<file path="config.mk">
export PLATFORM = sky130hd
export DESIGN_NAME = sipo_rx
export DESIGN_NICKNAME = d
export VERILOG_FILES = /design/src/rtl/sipo_rx.sv
export SDC_FILE = /design/constraint.sdc
export NUM_CORES = 1
export LEC_CHECK = 0
export CORE_MARGIN = 2
export CORE_UTILIZATION = 25
export DETAILED_ROUTE_END_ITERATION = 6
export PLACE_DENSITY = 0.52
export SLEW_MARGIN = 40
export SYNTH_ARGS = -nofsm -noshare
export SYNTH_HDL_FRONTEND = slang
export SYNTH_SLANG_ARGS = --single-unit
</file>
<file path="constraint.sdc">
create_clock -name clk_i -period 1.2 [get_ports clk_i]
set_input_delay 0.36 -clock clk_i [delete_from_list [all_inputs] [get_ports clk_i]]
set_output_delay 0.36 -clock clk_i [all_outputs]
set_load 0.05 [all_outputs]
</file>
<file path="src/rtl/sipo_rx.sv">
// ---------------------------------------------------------------------------
// sipo_rx : serial-in parallel-out receiver
//
// Collects WIDTH serial bits (qualified by sin_en_i) into a shift register and
// hands each completed word to a one-entry holding register with a
// valid/ready handshake. A word that completes while the holding register
// is still occupied and not being consumed is dropped, and overrun_o is set
// until the next clear.
//
// Ports
//   clk_i       in   1      rising-edge clock
//   clr_i       in   1      synchronous active-high clear of all state
//   sin_i       in   1      serial data bit
//   sin_en_i    in   1      sample sin_i on this edge
//   sync_i      in   1      discard partial word, restart bit count
//   q_o         out  WIDTH  received word (holding register)
//   q_valid_o   out  1      q_o holds an unconsumed word
//   q_ready_i   in   1      consumer accepts q_o when q_valid_o & q_ready_i
//   bit_cnt_o   out  CW     bits collected in current partial word
//   overrun_o   out  1      sticky: a completed word was dropped
// ---------------------------------------------------------------------------
module sipo_rx #(
    parameter int unsigned WIDTH     = 4,
    parameter bit          MSB_FIRST = 1'b0,
    localparam int unsigned CW       = $clog2(WIDTH + 1)
) (
    input  logic             clk_i,
    input  logic             clr_i,
    input  logic             sin_i,
    input  logic             sin_en_i,
    input  logic             sync_i,
    output logic [WIDTH-1:0] q_o,
    output logic             q_valid_o,
    input  logic             q_ready_i,
    output logic [CW-1:0]    bit_cnt_o,
    output logic             overrun_o
);

    localparam logic [0:0] ST_EMPTY = 1'b0;
    localparam logic [0:0] ST_FULL  = 1'b1;

    logic [WIDTH-1:0] sreg_q, sreg_d;
    logic [WIDTH-1:0] shift_nxt;
    logic [WIDTH-1:0] q_q, q_d;
    logic [CW-1:0]    cnt_q, cnt_d;
    logic [0:0]       state_q, state_d;
    logic             ovr_q, ovr_d;
    logic             sample;
    logic             complete;

    // sync wins over sin_en: no bit is taken on a realign edge.
    assign sample   = sin_en_i & ~sync_i;
    assign complete = sample & (cnt_q == CW'(WIDTH - 1));

    // shift_nxt already includes the bit sampled this edge, so it is the
    // completed word on the completion edge.
    generate
        if (MSB_FIRST) begin : g_msb
            assign shift_nxt = {sreg_q[WIDTH-2:0], sin_i};
        end else begin : g_lsb
            assign shift_nxt = {sin_i, sreg_q[WIDTH-1:1]};
        end
    endgenerate

    always_comb begin
        sreg_d  = sreg_q;
        cnt_d   = cnt_q;
        state_d = state_q;
        q_d     = q_q;
        ovr_d   = ovr_q;

        if (sync_i) begin
            sreg_d = '0;
            cnt_d  = '0;
        end else if (sample) begin
            if (complete) begin
                sreg_d = '0;
                cnt_d  = '0;
            end else begin
                sreg_d = shift_nxt;
                cnt_d  = cnt_q + CW'(1);
            end
        end

        case (state_q)
            ST_EMPTY: begin
                if (complete) begin
                    state_d = ST_FULL;
                    q_d     = shift_nxt;
                end
            end
            ST_FULL: begin
                if (complete) begin
                    // Consumer takes the old word on the same edge: refill.
                    if (q_ready_i) q_d   = shift_nxt;
                    else           ovr_d = 1'b1;
                end else if (q_ready_i) begin
                    state_d = ST_EMPTY;   // q keeps its last value
                end
            end
            default: state_d = ST_EMPTY;
        endcase
    end

    always_ff @(posedge clk_i) begin
        if (clr_i) begin
            sreg_q  <= '0;
            cnt_q   <= '0;
            state_q <= ST_EMPTY;
            q_q     <= '0;
            ovr_q   <= 1'b0;
        end else begin
            sreg_q  <= sreg_d;
            cnt_q   <= cnt_d;
            state_q <= state_d;
            q_q     <= q_d;
            ovr_q   <= ovr_d;
        end
    end

    assign q_o       = q_q;
    assign q_valid_o = (state_q == ST_FULL);
    assign bit_cnt_o = cnt_q;
    assign overrun_o = ovr_q;

endmodule

</file>
==> results.txt, run 1 <==
Update from the flow run.

Nets still carrying antenna violations after routing amount to 0. The flow ran to the end, but the final reports show violations. The routed length on met1 is 504 um. The global routing met3 resource utilization is 0.0387. met2 is the most crowded layer. The number of buffers added by the clock tree synthesis step is 3.

The layout overhead on the synthesized area is 74.3%. The start of the worst register-to-register path is bit_cnt_o[1]$_SDFFE_PP0P_. The largest total area in the synthesized netlist belongs to sky130_fd_sc_hd__dfxtp_1. The count of pins on the block boundary is 15. The met3 wirelength from detailed routing is 59 um.

The count of endpoints failing setup in the final report is 2. The registers of the reported paths see a clock transition of 0.08 ns. The largest net degree at the start of global routing is 11. In this run the worst path has a maximum fanout of 2.

The completed layout was analyzed and its total power is 0.803 mW. The leakage power is 0.364 nW. The endpoint required time on the critical path is 0.84 ns. The flow reports power dissipated in the clock network as 0.316 mW.

Of the total power, the clock network draws 0.394. The number of global-route vias before repair is 437. The routed layout has 442 vias. Per STA, the endpoint of the critical path is bit_cnt_o[0]. The launch point of the critical path was reported as bit_cnt_o[0]$_SDFFE_PP0P_. The number of diodes is 0. The area taken by multi-input logic gates is 322 sq um. Across every metal layer, demand over resource in global routing totals 0.0998. A synthesized cell averages 9.74 sq um. For this run, the register share of the synthesized area comes to 0.440. The proportion of power drawn by combinational gates is 0.105. met2 track demand over resource after global routing is 0.160. STA classifies the critical path endpoint as an output pin. The number of OpenROAD warnings is 29.

The setup total negative slack is -0.0812 ns. The number of input and output port buffers inserted is 14. The number of DRC violations after detailed-routing iteration 0 is 3. The half-perimeter wire length of the detailed placement result is 785 um.

The tally of filler cells in the layout is 205. The number of cells on the worst reg-to-reg path is 6. The most common logic cell in the final layout is sky130_fd_sc_hd__nand2b_1. In this run the critical path is formed by buf_6 > buf_12. The number of placed cells counting well taps is 101. Summing all flip-flop and latch instances after layout gives 251 sq um.

The slack of the critical path is -0.0424 ns. The TritonCTS clock tree is built. The number of cells in the yosys synthesis report is 56. Of the available clock period, the critical path in the final layout requires 1.04. The final reports fail on setup timing. For this run, the detailed router reports a per-instance via density of 4.17. The timing report shows that the slowest cell on the worst path is sky130_fd_sc_hd__dfxtp_4. The class of the most critical hold timing path is reg -> reg. The post-synthesis register bit count is 12. The weighted congestion reported at the end of routability-driven placement is 0.710.

The die area is 2570 sq um. Synthesis produced 56 cells. The share of the synthesized area in the top cell type is 0.440. The number of hold-slack violations in the final timing report is 0. As reported, the later end of the worst-skew pair has a clock insertion delay of 0.27 ns. The highest signal layer in the routed design is met4. The critical path contains buffers and inverters numbering 2 combined. STA on the placed design reports a worst setup slack of -0.307 ns.

Post-CTS repair ended up resizing 4 cells. The synthesized netlist has a Yosys-reported chip area of 546 sq um. The worst slew margin relative to its limit is 0.914.

For this block, the routed nets add up to 1.08 mm of wire. The largest single stage delay on the critical path is 0.36 ns. The detailed-routed wire length on met2 is 496 um.

The post-route minimum period is 1.24 ns. Global routing finished with a remaining overflow of 0. The reported combinational group power is 0.0844 mW. The maximum root-to-sink buffer count is 2. The wire length of the first global-routing pass is 1.88 mm.

The number of nets in the synthesized netlist is 64. The setup slack of the most critical reg-to-reg path is 0 ns. The initial antenna violation count was 0. In the setup report, the worst path falls into the class reg -> out. The number of max-slew violations in the final report is 0. Clock tree synthesis selected as its root buffer the cell sky130_fd_sc_hd__clkbuf_4. The script computed a power per unit cell area of 844 nW/um^2. The setup clock skew after layout is 0.00530 ns.
-- run 1: cell families after synthesis --
family                     synth area share
buffers and inverters                0.0436
AOI/OAI and AO/OA                    0.0642
DFF                                   0.440
adders and majority gates            0.0459
muxes                                 0.110
and+or+nand+nor                       0.296
-- run 1: synthesized netlist by cell type --
cell type and n:
sky130_fd_sc_hd__dfxtp_1 12, sky130_fd_sc_hd__nand2b_1 12, sky130_fd_sc_hd__mux2i_1 6, sky130_fd_sc_hd__a21oi_1 5, sky130_fd_sc_hd__nor2_1 5, sky130_fd_sc_hd__nand3b_1 4, sky130_fd_sc_hd__clkbuf_1 2, sky130_fd_sc_hd__ha_1 2
sky130_fd_sc_hd__buf_2 1, sky130_fd_sc_hd__buf_4 1, sky130_fd_sc_hd__inv_1 1, sky130_fd_sc_hd__nand2b_4 1, sky130_fd_sc_hd__nand3b_2 1, sky130_fd_sc_hd__nor2b_1 1, sky130_fd_sc_hd__o21ba_2 1, sky130_fd_sc_hd__or2_2 1
-- run 1: final cells by class --
class / count / share of cell area
timing repair buffer: 23 / 0.320
multi-input combinational: 39 / 0.338
sequential: 12 / 0.264
inverter: 1 / 0.00395
clock buffer: 4 / 0.0382
tap: 27 / 0.0355
-- run 1: how the worst min path moves through the flow --
stage / endpoint / slack (ns) / depth (start not counted)
after floorplan: sreg_q[1]$_SDFFE_PP0P_ / 0.45 / 2
after global placement: sreg_q[1]$_SDFFE_PP0P_ / 0.46 / 2
after detailed placement: sreg_q[1]$_SDFFE_PP0P_ / 0.46 / 2
after CTS: sreg_q[1]$_SDFFE_PP0P_ / 0.47 / 2
after global routing: q_o[0]$_SDFFE_PP0P_ / 0.52 / 2
final: sreg_q[1]$_SDFFE_PP0P_ / 0.47 / 2
==> run_1/placement.png <==
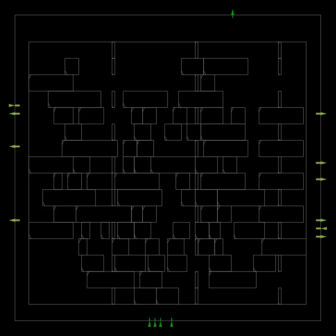
count of non-filler cells in the finished layout: 106
number of well taps: 27
Post-Route Utilization: 0.475

==> run_1/power_grid.png <==
The bar under the picture is 20 um long. Pins as bars on the die edge. Tap cells in grey.
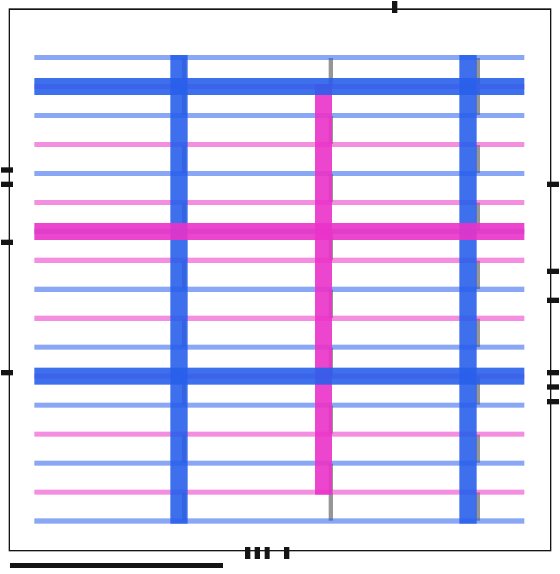
VDD: shown in magenta. VSS: shown in blue.
3 straps on met5. 17 met1 rails follow the rows. 3 straps on met4.
floorplan die height: 50.7 um
die width: 50.7 um
Max IR drop VDD: 0.000571 V
core area: 2000 sq um

==> run_1/placement_by_type.png <==
Fill, decap, tap and diode cells in grey.
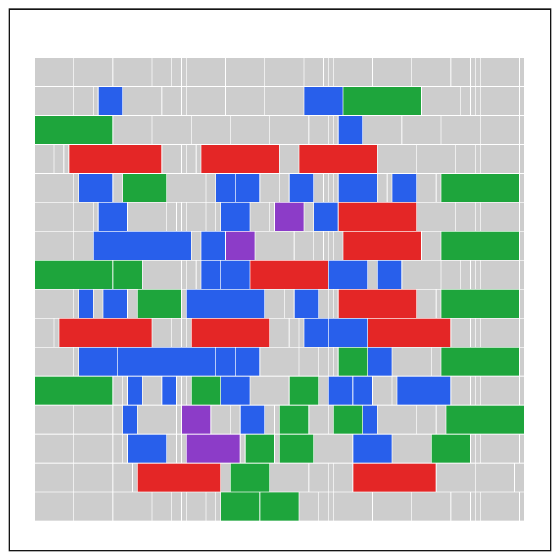
combinational and other logic: shown in blue, cells 40. flops: shown in red, cells 12. other buffers and delay cells: shown in green, cells 23. clock drivers and dummy loads: shown in purple, cells 4.
share of the final layout cell area in sequential cells: 0.264
area of all placed cells without fillers: 951 sq um
Rows: 16

==> run 2: changes to the inputs <==
--- a/config.mk
+++ b/config.mk
@@ -13,3 +13,4 @@
 export SYNTH_ARGS = -nofsm -noshare
 export SYNTH_HDL_FRONTEND = slang
 export SYNTH_SLANG_ARGS = --single-unit
+export TNS_END_PERCENT = 20
==> run_2/placement.png <==
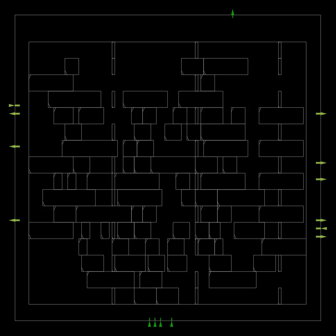
share of the final layout cell area in sequential cells: 0.265
registers: 12
Post-Route Utilization: 0.474

==> run_2/power_grid.png <==
The bar under the picture is 20 um long. Pins as bars on the die edge. Tap cells in grey.
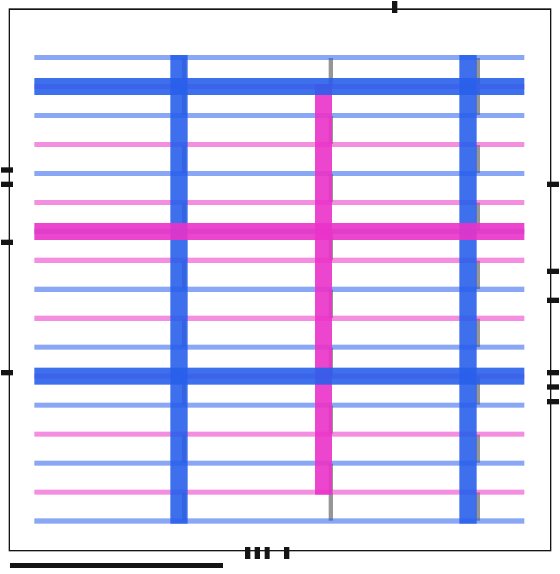
VDD: shown in magenta. VSS: shown in blue.
3 straps on met5. 17 met1 rails follow the rows.
Max IR drop VDD: 0.000571 V

==> run 2 against run 1 <==
  * The run still ends with setup timing left
  * Combinational power fell by 0.9%
  * Via count rose by 0.23%
  * First-iteration DRC count fell by 33%
  * Maximum frequency barely moved
  * Die size did not move
  * Area after synthesis did not move
  * Clock power barely moved
  * Utilization fell by 0.12 points
  * Non-clock buffer count did not move
  * Critical path type unchanged
==> results.txt, run 2 <==
Update from the flow run.

The run finished, with violations left. The final reports fail on setup timing. The number of synthesized flops with an enable pin came to 0 (unchanged). The part of the cycle the worst path needs came to 1.04 (about the same).

The total number of tap cells came to 27 (unchanged). The number of nets in the synthesized netlist is 64 (unchanged). The height of the die came to 50.7 um (unchanged). The largest contributor to cell area by class is logic gates. The chip area from the yosys synthesis statistics was 546 sq um (unchanged). The total global-route track usage came to 0.0998 (unchanged).

The global routing stage identified its most utilized layer as met2. The area occupied by registers is 251 sq um (unchanged). The tally of filler cells in the layout was 205 (unchanged).

The number of hold-slack violations in the final timing report is 0 (unchanged). The number of multi-input logic gates was 39 (unchanged). The share of the synthesized netlist area taken by xor and xnor gates was 0 (unchanged).

The met2 track demand over resource was 0.160 (unchanged). The share of the synthesized area in the top cell type is 0.440 (unchanged). The initial antenna violation count came to 0 (unchanged).

The horizontal die dimension came to 50.7 um (unchanged). In this run the layout overhead on the synthesized area is reported as 73.9%. The post-synthesis register bit count is 12 (unchanged). The master of the slowest instance on the critical path is sky130_fd_sc_hd__dfxtp_4. The area taken by multi-input logic gates is 319 sq um (-0.78%). The number of cells in the yosys synthesis report is 56 (unchanged).

The number of max-slew violations in the final report is 0 (unchanged). The worst slew margin relative to its limit is 0.912 (-0.00210). The die area was 2570 sq um (unchanged). The number of global-route vias before repair is 437 (unchanged). TritonCTS built the clock tree. The adder and majority gate portion of the synthesized area is 0.0459 (unchanged).

The predominant post-synthesis flop cell is sky130_fd_sc_hd__dfxtp_1. The power per standard cell area is 845 nW/um^2 (+0.18%). The number of core rows is 16 (unchanged).

The count of pins on the block boundary was 15 (unchanged). The insertion delay of the later-clocked pin in the worst-skew pair is 0.27 ns (about the same). The half-perimeter wire length of the detailed placement result came to 785 um (unchanged). The most common cell after layout, fill and taps aside is sky130_fd_sc_hd__nand2b_1.

The weighted congestion reported at the end of routability-driven placement is 0.710 (unchanged). The average footprint of a synthesized cell came to 9.74 sq um (unchanged). The endpoint required time on the critical path is 0.84 ns (about the same). The fraction of area in non-clock buffers is 0.321 (+0.000843). The synthesis run shows the most used standard cells to be sky130_fd_sc_hd__dfxtp_1, sky130_fd_sc_hd__nand2b_1, sky130_fd_sc_hd__mux2i_1. The count of endpoints failing setup in the final report came to 2 (unchanged).

The wire length of the first global-routing pass is 1.88 mm (unchanged). The buffering stage count on the worst path with inverters included is 2 (unchanged). Walking the worst path, the cells encountered are buf_6 > buf_12. The number of buffers added by the clock tree synthesis step is 3 (unchanged). The number of nets with antenna violations after detailed routing is 0 (unchanged). The highest net fanout along the worst path is 2 (unchanged). The worst setup path is captured at an output pin. The global route total overflow is 0 (unchanged). The leakage power was 0.363 nW (-0.32%). The non-clock buffer instance count of the final layout is 23 (unchanged). The fraction of synthesis flops using an asynchronous set or reset pin is 0 (unchanged). The delay of the slowest critical-path stage is 0.36 ns (about the same). The cell type with the highest aggregate area in the netlist is sky130_fd_sc_hd__dfxtp_1. The number of placed cells counting well taps came to 101 (unchanged).

The setup clock skew after layout is 0.00530 ns (+0.000000190 ns). The number of diodes is 0 (unchanged). The slack of the critical path is -0.0424 ns (+0.0000641 ns). The simple-gate portion of the synthesized area is 0.296 (unchanged).

The fraction of area in clock buffers and inverters is 0.0383 (+0.000101). The floorplan core area is 2000 sq um (unchanged).
## run 2: path summary, 6_finish.rpt
check	start	slack, ns	depth (start not counted)	end
worst max-delay path	bit_cnt_o[0]$_SDFFE_PP0P_	-0.04	2	bit_cnt_o[0]
worst min-delay path	sreg_q[1]$_SDFFE_PP0P_	0.47	2	sreg_q[1]$_SDFFE_PP0P_
worst min register to register	sreg_q[1]$_SDFFE_PP0P_	0.47	2	sreg_q[1]$_SDFFE_PP0P_
worst max register to register	bit_cnt_o[1]$_SDFFE_PP0P_	0	6	q_o[1]$_SDFFE_PP0P_
## run 2: tightest hold or removal path, cell delays in order, from the launching register on
cell                       delay [ns]
sky130_fd_sc_hd__dfxtp_1         0.31
sky130_fd_sc_hd__nand2b_1        0.06
sky130_fd_sc_hd__a21oi_1         0.05
## run 2: stage by stage
stage	setup slack [ns]	hold WS, ns	setup TNS [ns]	util	power [mW]
final	-0.0424	0.474	-0.0812	0.474	0.802
after global routing	-0.0859	0.518	-0.524	0.474	0.848
after CTS	-0.0566	0.472	-0.173	0.471	0.819
after detailed placement	-0.307	0.459	-2.80	0.446	0.492
after global placement	-0.288	0.462	-2.48	0.446	0.491
after floorplan	-0.102	0.446	-0.410	-	0.451
## run 2: where the power goes
group / internal, mW / switching (mW) / total [mW] / leakage [nW]
registers: 0.399 / 0.00357 / 0.402 / 0.0999
logic: 0.0494 / 0.0343 / 0.0836 / 0.242
clock network: 0.184 / 0.132 / 0.316 / 0.0210
total: 0.632 / 0.170 / 0.802 / 0.363
## run 2: per-layer routing
layer  part of all wire  up-vias
li1                   -      228
met1               0.46      201
met2               0.47       12
met3              0.055        2
met4              0.014        0
met5                  0        -
## run 2: what timing repair did
action | in CTS | in global routing
pin swaps | 1 | 4
gates resized | 4 | 2
buffers inserted | 1 | 0
setup endpoints to repair | 7 | 13
==> run 3: changes to the inputs <==
--- a/config.mk
+++ b/config.mk
@@ -7,7 +7,9 @@
 export LEC_CHECK = 0
 export CORE_MARGIN = 2
 export CORE_UTILIZATION = 25
+export CTS_CLUSTER_SIZE = 8
 export DETAILED_ROUTE_END_ITERATION = 6
+export HOLD_SLACK_MARGIN = 0.08
 export PLACE_DENSITY = 0.52
 export SLEW_MARGIN = 40
 export SYNTH_ARGS = -nofsm -noshare
==> run_3/placement.png <==
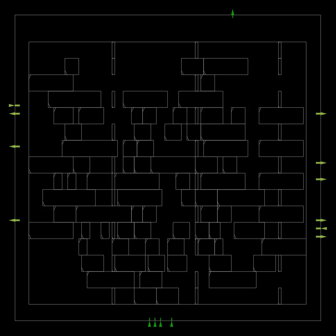
Filler Cells Inserted: 205

==> run 3 against run 2 <==
  * The run still ends with setup timing left
  * Maximum frequency stayed put
  * Die size stayed put
  * Cell count stayed put
  * Hold slack stayed put
  * Area after synthesis stayed put
  * Register-to-register slack hardly changed
  * Sequential share of layout area stayed put
  * Flip-flop count stayed put
  * Sequential power hardly changed
  * Clock power hardly changed
  * Critical path type unchanged
  * Largest power group unchanged
==> results.txt, run 3 <==
Update from the flow run.

The number of buffers added by the clock tree synthesis step is 3 (unchanged). The largest net degree at the start of global routing is 11. The average footprint of a synthesized cell is 9.74 sq um (unchanged).

The number of gates given a new drive strength after cts is 4 (unchanged). The total global-route track usage is 0.0998 (unchanged). The number of nets in the synthesized netlist was 64 (unchanged). The number of diodes is 0 (unchanged). The chip area from the yosys synthesis statistics came to 546 sq um (unchanged). The leakage power is 0.363 nW (unchanged).

The setup total negative slack is -0.0812 ns (unchanged). The die area was 2570 sq um (unchanged). The predominant post-synthesis flop cell is sky130_fd_sc_hd__dfxtp_1. The net count reported at finish is 88. The sum of internal, switching and leakage power was 0.802 mW (unchanged). The count of endpoints failing setup in the final report is 2 (unchanged).

The data arrival time reported for the critical path is 0.88 ns. The endpoint required time on the critical path is 0.84 ns (about the same). The number of cells in the yosys synthesis report is 56 (unchanged). The share of the Yosys chip area taken by registers is 0.440.

The slack of the critical path came to -0.0424 ns (unchanged). The highest net fanout along the worst path is 2 (unchanged). The wire length of the first global-routing pass is 1.88 mm (unchanged). CTS reports a maximum clock tree buffer depth of 2. The classification of the worst setup path is reg -> out.

The setup clock skew after layout is 0.00530 ns (unchanged). The final worst hold slack is 0.474 ns (unchanged). In the log, the iteration count for the first detailed-route pass is 2. In this run the cell area measured after placement is 892 sq um. The most critical min-delay path falls under reg -> reg. The final cell utilization of the core is 0.474 (unchanged). The height of the die is 50.7 um (unchanged). The CTS H-tree depth is 1. The number of setup buffers added after CTS is 1 (unchanged).

The count of max-cap constraint violations is 0. The layout overhead on the synthesized area is 73.9% (unchanged). TritonRoute output was used to compute an average wire per cell of 10.1 um. The logs give a warning total of 29. The area taken by multi-input logic gates is 319 sq um (unchanged).

The number of placed cells counting well taps came to 101 (unchanged). The number of DRC violations after detailed-routing iteration 0 is 2. The half-perimeter wire length of the detailed placement result is 785 um (unchanged).

The number of hold-slack violations in the final timing report came to 0 (unchanged). The fraction of synthesis flops using an asynchronous set or reset pin was 0 (unchanged). The number of nets with antenna violations after detailed routing is 0 (unchanged). The area of the mapped netlist is 546 sq um. The number of global-route vias before repair was 437 (unchanged).

The register with the most flip-flops in the layout has 4 of them. The number of core rows was 16 (unchanged). The initial antenna violation count is 0 (unchanged). The part of the cycle the worst path needs is 1.04 (unchanged).

Synthesis produced 56 cells. Hold repair after CTS inserted 0 buffers. The count of pins on the block boundary came to 15 (unchanged). The gate-level netlist out of Yosys references 16 unique cell types. The number of input and output port buffers inserted is 14.

The flow ran to the end, but the final reports show violations. The horizontal die dimension was 50.7 um (unchanged). After synthesis, the most frequently instantiated cells are sky130_fd_sc_hd__dfxtp_1, sky130_fd_sc_hd__nand2b_1, sky130_fd_sc_hd__mux2i_1. The final cell count without fillers is 106.

The buffering stage count on the worst path with inverters included is 2 (unchanged). The clock-pin slew on the worst setup and hold paths is 0.08 ns. Per the timing report, the achievable frequency comes out to 805 MHz.

The checks that failed: setup timing. The cell area after layout is 948 sq um. Leaving out fill and tap cells, the most frequent cells in the layout are sky130_fd_sc_hd__nand2b_1, sky130_fd_sc_hd__buf_12, sky130_fd_sc_hd__buf_4, sky130_fd_sc_hd__dfxtp_1, sky130_fd_sc_hd__mux2i_1. The worst slew margin relative to its limit is 0.912 (unchanged). The TritonCTS clock tree is built. Summed over all instances, the cell type with the most area after synthesis is sky130_fd_sc_hd__dfxtp_1. The global route total overflow is 0 (unchanged). The insertion delay of the later-clocked pin in the worst-skew pair is 0.27 ns (about the same). Ranked by total cell area, the synthesized netlist is headed by sky130_fd_sc_hd__dfxtp_1, sky130_fd_sc_hd__nand2b_1, sky130_fd_sc_hd__mux2i_1, sky130_fd_sc_hd__nand3b_1, sky130_fd_sc_hd__a21oi_1. Broken down by cell family, the worst path's largest delay share belongs to flip-flops. The floorplan-stage core utilization is 0.272.

The power per standard cell area was 845 nW/um^2 (unchanged). The weighted congestion reported at the end of routability-driven placement is 0.710 (unchanged). The warning tally printed by Yosys for this design is 0. The library cell used as clock root buffer is sky130_fd_sc_hd__clkbuf_4.

The post-synthesis register bit count was 12 (unchanged). The final layout contains routed wiring with a total length of 1.07 mm. The worst setup path is launched from a flip-flop. The mean number of vias per cell is 4.18. Per the final layout report, the fraction of cells sized above drive strength 1 comes to 0.430. The delay of the slowest critical-path stage came to 0.36 ns (about the same). The peak supply drop is 0.000571 V (unchanged). The critical path endpoint category is an output pin. The script parses the final routing iteration and logs DRC violations as 0. The number of synthesized flops with an enable pin came to 0 (unchanged). The number of max-slew violations in the final report was 0 (unchanged).

Setup repair after global routing could not meet its margin everywhere. In this run the critical path is formed by buf_6 > buf_12. At the pin with the least slew margin, the transition time is 0.128 ns. Per the detail_route report, the via count comes to 443. The share of the synthesized area in the top cell type is 0.440 (unchanged). The number of clock sinks seen by CTS is 12. The area occupied by registers is 251 sq um (unchanged).

The floorplan core area was 2000 sq um (unchanged). Subtracting the final worst setup slack from the clock period gives 1.24 ns. The most common cell after layout, fill and taps aside is sky130_fd_sc_hd__nand2b_1. The pre-CTS worst setup slack is -0.307 ns (unchanged). The master of the slowest instance on the critical path is sky130_fd_sc_hd__dfxtp_4.
==> run_3/power_grid.png <==
The bar under the picture is 20 um long. Pins as bars on the die edge. Tap cells in grey.
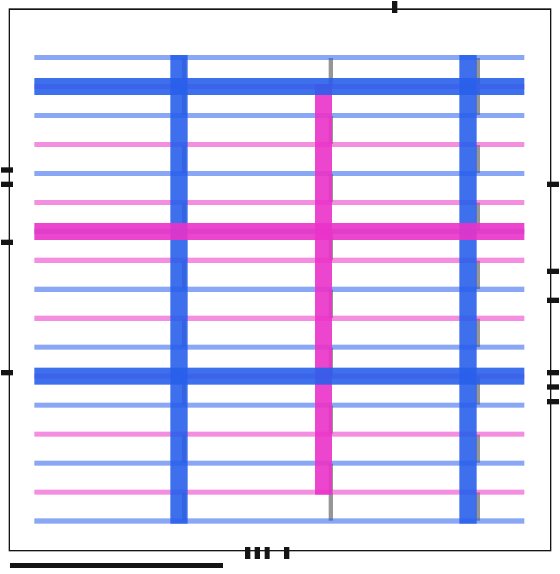
VDD: shown in magenta. VSS: shown in blue.
27 tap cells. 17 met1 rails follow the rows.

==> run 3: logic make-up after synthesis <==
logic type	Yosys count	share of synthesized area
AOI/OAI and AO/OA	6	0.0642
adders and majority gates	2	0.0459
muxes	6	0.110
buffers and inverters	5	0.0436
DFF	12	0.440
and+or+nand+nor	25	0.296
==> run 3: where the power goes <==
group,internal (mW),switching [mW]
clock,0.184,0.132
combinational,0.0494,0.0343
sequential,0.399,0.00357
==> run 3: worst reg2reg max path: cells and delay by family (launching register included) <==
| kind | cells | cell delay [ns] |
|---|---|---|
| buffers and inverters | 1 | 0.15 |
| AND/OR/NAND/NOR | 2 | 0.18 |
| flip-flops | 1 | 0.37 |
| adder cells (fa/ha/maj) | 2 | 0.27 |
| multiplexers | 1 | 0.17 |
==> run 3: layout make-up <==
| type | instances | area share |
|---|---|---|
| tap | 27 | 0.0356 |
| multi-input combinational | 39 | 0.336 |
| clock buffer | 4 | 0.0383 |
| timing repair buffer | 23 | 0.321 |
| inverter | 1 | 0.00396 |
| sequential | 12 | 0.265 |
==> run 3: metal layers <==
layer / GRT usage / part of all wire
met3: 0.0387 / 0.055
met5: 0 / 0
met1: 0.113 / 0.46
met4: 0.0541 / 0.014
met2: 0.160 / 0.47
==> run 3: final timing paths <==
kind,from,end,slack [ns],depth (start not counted)
worst max-delay path,bit_cnt_o[0]$_SDFFE_PP0P_,bit_cnt_o[0],-0.04,2
worst min-delay path,sreg_q[1]$_SDFFE_PP0P_,sreg_q[1]$_SDFFE_PP0P_,0.47,2
worst max register to register,bit_cnt_o[1]$_SDFFE_PP0P_,q_o[1]$_SDFFE_PP0P_,0,6
worst min register to register,sreg_q[1]$_SDFFE_PP0P_,sreg_q[1]$_SDFFE_PP0P_,0.47,2
Power figures rest on the tool's default switching activity, not on a simulated workload.
